===== src/rtl/reg_rename_file_pkg.sv =====
// Shared constants for the rename register file and the ROB that uses the
// same widths: data width, tag width, ROB depth, register-index width and
// single-bit true/false constants.
package reg_rename_file_pkg;

  localparam int XLEN     = 32;           // architectural register width
  localparam int TAG_W    = 4;            // ROB index width
  localparam int ROB_SIZE = 1 << TAG_W;   // 16-entry ROB
  localparam int REG_W    = 5;            // architectural register index width
  localparam int NREG     = 1 << REG_W;   // 32 architectural registers

  localparam logic TRUE  = 1'b1;
  localparam logic FALSE = 1'b0;

endpackage : reg_rename_file_pkg


===== src/rtl/reg_rename_file_read_port.sv =====
// rename_read_port: combinational priority mux for one source operand.
// Given the looked-up state of the addressed register and the ROB commit
// inputs, produces either a usable value (ready=1) or the pending producer's
// ROB tag zero-extended onto the value bus (ready=0).
// Ports:
//   addr                 source register index
//   reg_busy/tag/val     state of register 'addr'
//   commit_en/rd/tag/val same-cycle ROB retirement (bypass source)
//   ready                operand value is available
//   val                  value when ready, else {zeros, tag}
module rename_read_port
  import reg_rename_file_pkg::*;
#(
  parameter int XLEN  = reg_rename_file_pkg::XLEN,
  parameter int TAG_W = reg_rename_file_pkg::TAG_W
) (
  input  logic [REG_W-1:0] addr,
  input  logic             reg_busy,
  input  logic [TAG_W-1:0] reg_tag,
  input  logic [XLEN-1:0]  reg_val,
  input  logic             commit_en,
  input  logic [REG_W-1:0] commit_rd,
  input  logic [TAG_W-1:0] commit_tag,
  input  logic [XLEN-1:0]  commit_val,
  output logic             ready,
  output logic [XLEN-1:0]  val
);

  logic w_bypass;

  // Only the commit of the *current* producer may forward; an older tag
  // retiring to the same register does not make the operand ready.
  assign w_bypass = commit_en && (commit_rd == addr) && (commit_tag == reg_tag);

  // NOTE: every output gets a default first so no path through the
  // if/else chain leaves a value held, which would infer a latch.
  always_comb begin
    ready = TRUE;
    val   = '0;
    if (addr == '0) begin
      ready = TRUE;
      val   = '0;
    end else if (!reg_busy) begin
      ready = TRUE;
      val   = reg_val;
    end else if (w_bypass) begin
      ready = TRUE;
      val   = commit_val;
    end else begin
      ready = FALSE;
      val   = {{(XLEN-TAG_W){1'b0}}, reg_tag};
    end
  end

endmodule : rename_read_port


===== src/rtl/reg_rename_file.sv =====
// reg_rename_file: architectural register file with per-register rename
// tags. Dispatch marks a destination busy under a ROB tag; in-order commit
// writes the value and releases the tag if it is still the latest producer.
// Two combinational read ports return either a value or the pending tag.
// Ports:
//   clk, rst          clock, synchronous active-high reset
//   rdy               global enable; low holds all state
//   flush             clears every busy bit (misprediction)
//   issue_en/rd/tag   dispatch renames rd to tag
//   commit_en/rd/tag/val  ROB retirement of a register-writing op
//   rs1_*/rs2_*       source read ports (addr in, ready/val out)
module reg_rename_file
  import reg_rename_file_pkg::*;
#(
  parameter int NREG  = reg_rename_file_pkg::NREG,
  parameter int XLEN  = reg_rename_file_pkg::XLEN,
  parameter int TAG_W = reg_rename_file_pkg::TAG_W
) (
  input  logic             clk,
  input  logic             rst,
  input  logic             rdy,
  input  logic             flush,
  input  logic             issue_en,
  input  logic [REG_W-1:0] issue_rd,
  input  logic [TAG_W-1:0] issue_tag,
  input  logic             commit_en,
  input  logic [REG_W-1:0] commit_rd,
  input  logic [TAG_W-1:0] commit_tag,
  input  logic [XLEN-1:0]  commit_val,
  input  logic [REG_W-1:0] rs1_addr,
  input  logic [REG_W-1:0] rs2_addr,
  output logic             rs1_ready,
  output logic [XLEN-1:0]  rs1_val,
  output logic             rs2_ready,
  output logic [XLEN-1:0]  rs2_val
);

  logic [XLEN-1:0]  r_val  [NREG];
  logic [TAG_W-1:0] r_tag  [NREG];
  logic [NREG-1:0]  r_busy;

  logic w_commit;
  logic w_issue;

  assign w_commit = commit_en && (commit_rd != '0);
  // A flush drops any issue presented in the same cycle.
  assign w_issue  = issue_en && !flush && (issue_rd != '0);

  // NOTE: the value array is reset as well as the busy/tag state, because
  // reads of a never-written register must return 0 after reset.
  // NOTE: non-blocking assignments only; the issue update is placed after
  // the commit update so that, on the same register, the later
  // assignment (busy set) overrides commit's busy clear.
  always_ff @(posedge clk) begin
    if (rst) begin
      r_busy <= '0;
      for (int i = 0; i < NREG; i++) begin
        r_val[i] <= '0;
        r_tag[i] <= '0;
      end
    end else if (rdy) begin
      if (w_commit) begin
        r_val[commit_rd] <= commit_val;
        if (r_tag[commit_rd] == commit_tag)
          r_busy[commit_rd] <= FALSE;
      end
      if (flush) begin
        r_busy <= '0;
      end else if (w_issue) begin
        r_busy[issue_rd] <= TRUE;
        r_tag[issue_rd]  <= issue_tag;
      end
    end
  end

  rename_read_port #(.XLEN(XLEN), .TAG_W(TAG_W)) u_rs1 (
    .addr       (rs1_addr),
    .reg_busy   (r_busy[rs1_addr]),
    .reg_tag    (r_tag[rs1_addr]),
    .reg_val    (r_val[rs1_addr]),
    .commit_en  (commit_en),
    .commit_rd  (commit_rd),
    .commit_tag (commit_tag),
    .commit_val (commit_val),
    .ready      (rs1_ready),
    .val        (rs1_val)
  );

  rename_read_port #(.XLEN(XLEN), .TAG_W(TAG_W)) u_rs2 (
    .addr       (rs2_addr),
    .reg_busy   (r_busy[rs2_addr]),
    .reg_tag    (r_tag[rs2_addr]),
    .reg_val    (r_val[rs2_addr]),
    .commit_en  (commit_en),
    .commit_rd  (commit_rd),
    .commit_tag (commit_tag),
    .commit_val (commit_val),
    .ready      (rs2_ready),
    .val        (rs2_val)
  );

endmodule : reg_rename_file


===== config.mk =====
export PLATFORM = sky130hd
export DESIGN_NAME = reg_rename_file
export DESIGN_NICKNAME = d
export VERILOG_FILES = /design/src/rtl/reg_rename_file_pkg.sv /design/src/rtl/reg_rename_file_read_port.sv /design/src/rtl/reg_rename_file.sv
export SDC_FILE = /design/constraint.sdc
export NUM_CORES = 2
export LEC_CHECK = 0
export ABC_CLOCK_PERIOD_IN_PS = 3900
export CAP_MARGIN = 20
export CORE_MARGIN = 5
export CORE_UTILIZATION = 57
export DETAILED_ROUTE_END_ITERATION = 16
export GPL_ROUTABILITY_DRIVEN = 1
export PLACE_DENSITY_LB_ADDON = 0.08
export SLEW_MARGIN = 40
export SYNTH_ARGS = -nofsm -noshare
export SYNTH_HDL_FRONTEND = slang
export SYNTH_SLANG_ARGS = --single-unit

===== constraint.sdc =====
create_clock -name clk -period 3.9 [get_ports clk]
set_input_delay 0.78 -clock clk [delete_from_list [all_inputs] [get_ports clk]]
set_output_delay 0.78 -clock clk [all_outputs]
set_load 0.05 [all_outputs]

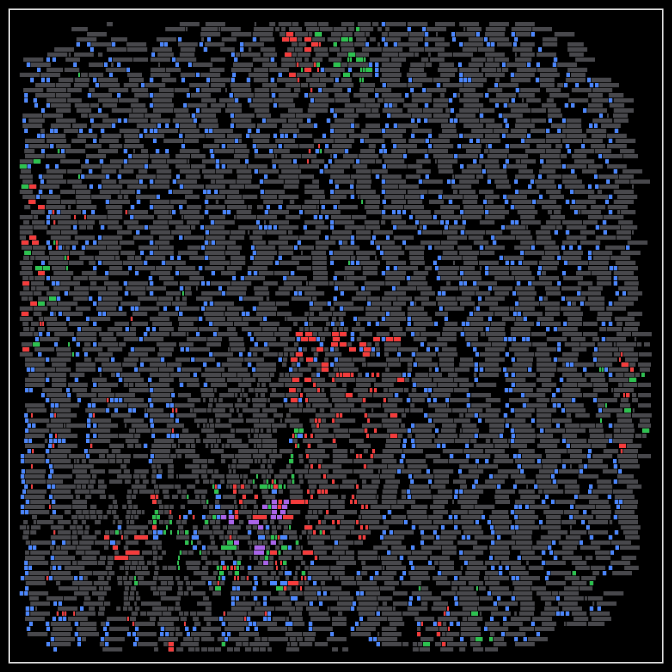
gate_families.png
legend:
  purple:
    family: XOR/XNOR gates
    cells: 19
    where: bottom center
  red:
    family: NOR gates
    cells: 229
  green:
    family: NAND gates
    cells: 124
    where: spread over the die
  blue:
    family: AND and OR gates
    cells: 1150
    where: spread over the die
Commonest Layout Cell: edfxtp_1
Non-Filler Instances: 6196
logic share of the area: 38.1%

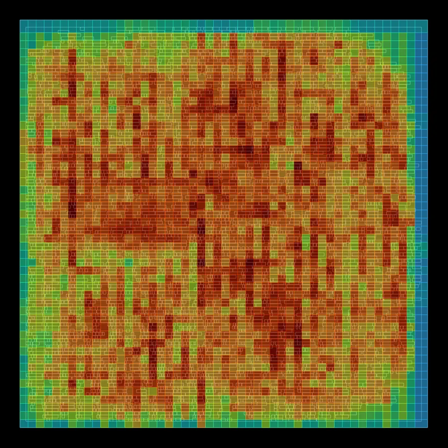
final_congestion.png
met2 Use GR: 57.6%
GR Util met3: 11.6%
Final Core Density: 68.9%
met1 usage: 50.2%
GRT Util Overall: 37.8%

==> flow_summary.yaml <==
# synthesis and place-and-route metrics
timing:
  period_minus_slack_ns: 4.39
  fin_ws_ns: -0.491
  max_slew_margin_pct: 41.5
  setup_viol: 66
  hold_viol: 0
  worstMarginPinSlew_ns: 0.878
layout:
  lay_top_cells: "edfxtp_1, and2_1, mux4_2"
  final_nets: 4638
  stdcell_area_um2: 78700
  area_delta_synth_final_pct: 20.2
job:
  drv_cap: 0
logic_synthesis:
  avgSynthCellArea_um2: 15.3
  synth.distinct_cells: 63
  fa_ha_area_share_pct: 0
  yosysChipArea_um2: 65500
  ys.flop_type: "edfxtp_1"
  aoi_share_pct: 2.30
  ys_seq_share_pct: 53.8
  yosysWarnings: 0
  topCombFamilyByArea: "multiplexers"
  synth-edff-count: 1152
  syn_inst: 4279
  xor_area_share_pct: 0.254
  async_flop_share_pct: 0
routing:
  totalWireLength_mm: 230
  drt-vias-per-instance: 7.12
  drt_first_pass_iters: 6
  avgRoutedWirePerCell_um: 37.1
  vias: 44092
  ant_nets: 0
  drt_iter0_drc: 6655
global_route:
  grt_max_degree: 84
  grt_pass1_wl_mm: 324
  antenna_found_initial: 20
  gr-total-overflow: 0
floorplanning:
  chipHeight_um: 349
  core_util_floorplan_pct: 57.3
  core_um2: 114000
  design.die.area_um2: 122000
  placementRows: 124
pwr:
  leakagePower_nw: 27.6
  ir_drop_mv: 0.486
  powerDensity_nw_per_um2: 426
critical_path:
  worstSetupPathType: "reg2out"
  cp_common_cell: "buf_12"
  cp-start-kind: "register"
  path_cells: "mux4_2 > mux2i_2 > mux4_2 > xor2_2 > nand4_1 > nor2_4 > buf_12 > buf_12 > a31oi_1 > nor2_2 > buf_12"
  critPathMaxStageDelay_ns: 0.52
  crit_slowest_cell: "mux4_2"
  worst-path-buf-inv: 3
  worstPathRequired_ns: 3.12
  worstPathMaxFanout: 8
  cp.arrival_ns: 3.61
clock_network:
  clk_pin_slew_worst_paths_ns: 0.06
  cts_max_level: 4
  cts_made_buffers: 133
  cts_max_path_buffers: 3
  root_buffer: "clkbuf_16"
  clk_latency_ns: 0.74
placed_design:
  place_area_um2: 72600
  portBuffers: 131
  dpl.hpwl_mm: 137
  gp_congestion: 0.980
status:
  status: "finished, violations left"
  violations: "setup timing"
hold_path:
  hp-class: "reg2reg"
==> registers in the layout (all words and copies together) (netlist names) <==
name / count
r_busy: 32
r_tag: 128
r_val: 1024
==> worst reg2reg max path: stages, from the launching register on <==
cell and delay [ns]:
edfxtp_1 0.44, buf_4 0.17, mux4_2 0.50, a22oi_1 0.26
nand4_1 0.24, xor2_1 0.21, nor4_1 0.30, buf_4 0.17
o21a_1 0.19, nand4_2 0.11, buf_4 0.19, o211ai_1 0.16
o21ai_0 0.10
==> final timing paths <==
check               start         end  slack [ns]  depth (start not counted)
max          r_tag[15][1]  rs1_val[7]       -0.49                         11
min             r_busy[0]   r_busy[0]        0.49                          1
max reg2reg  r_tag[15][0]  r_busy[27]        0.73                         12
min reg2reg     r_busy[0]   r_busy[0]        0.49                          1
==> metal layers <==
metal / global-route usage (%) / share of wire, % / vias up
li1: - / - / 17201
met1: 50.2 / 34 / 22527
met2: 57.6 / 46 / 3572
met3: 11.6 / 14 / 784
met4: 18.7 / 6.0 / 8
met5: 0 / 0.022 / -
==> layout make-up <==
class | count | area (um2)
repair buffers | 576 | 7120
clock inverters | 68 | 803
diodes | 15 | 37.5
clock buffers | 164 | 3590
flip-flops and latches | 1184 | 35200
inverters | 7 | 28.8
fillers | 7661 | 35500
multi-input cells | 2670 | 30000
well taps | 1512 | 1890
==> cell families after synthesis <==
logic type	count (synthesis)
multiplexers	880
XOR/XNOR	19
AND-OR/OR-AND	232
buffers and inverters	460
flip-flops	1184
other	1
AND/OR/NAND/NOR	1503
==> cell usage after synthesis, drive strengths merged, types with 2 or more instances <==
master	n	share of area (%)
edfxtp	1152	53
and2	1049	10
mux4	709	24
clkbuf	338	1.9
mux2i	141	2.2
nor2	135	0.77
buf	115	1.0
nand2	87	0.50
nor3	68	0.52
or2	63	0.60
a22oi	61	0.70
a21oi	52	0.40
o21ai	40	0.31
dfxtp	32	0.98
mux2	30	0.52
o211ai	30	0.35
a31oi	29	0.28
and3	19	0.18
nor2b	13	0.12
nand3	12	0.099
xor2	11	0.15
nand2b	10	0.096
nor4	9	0.12
nand4	8	0.086
xnor2	8	0.11
inv	7	0.040
nand3b	6	0.069
or3	6	0.057
a21o	5	0.057
or3b	5	0.071
and3b	4	0.054
nor3b	4	0.046
o22a	3	0.040
a211oi	2	0.023
a31o	2	0.027
and2b	2	0.023
o21a	2	0.023
==> where the power goes <==
| part | leakage, nW | internal (mW) | switching (mW) |
|---|---|---|---|
| clock network | 2.16 | 7.71 | 5.18 |
| logic | 14.3 | 2.69 | 2.96 |
| registers | 11.2 | 14.6 | 0.382 |
| total | 27.6 | 25.0 | 8.52 |
==> metrics by stage <==
stage	setup TNS, ns	power, mW	hold slack [ns]	setup slack (ns)	util (%)
floorplan	-4.45	18.3	0.443	-0.169	-
global placement	-25.04	20.5	0.463	-0.575	63.6
detailed placement	-25.27	20.6	0.470	-0.611	63.6
CTS	-27.13	33.4	0.488	-0.526	68.6
global route	-30.66	34.4	0.499	-0.581	68.9
finish	-24.92	33.5	0.492	-0.491	68.9
==> timing repair <==
action                                  CTS  global route
buffers inserted                         33            15
cloned                                   11             1
resized                                 143            63
pin swaps                                43            42
endpoints found under the setup margin   66            66
Power is estimated from default activity; no workload was simulated.
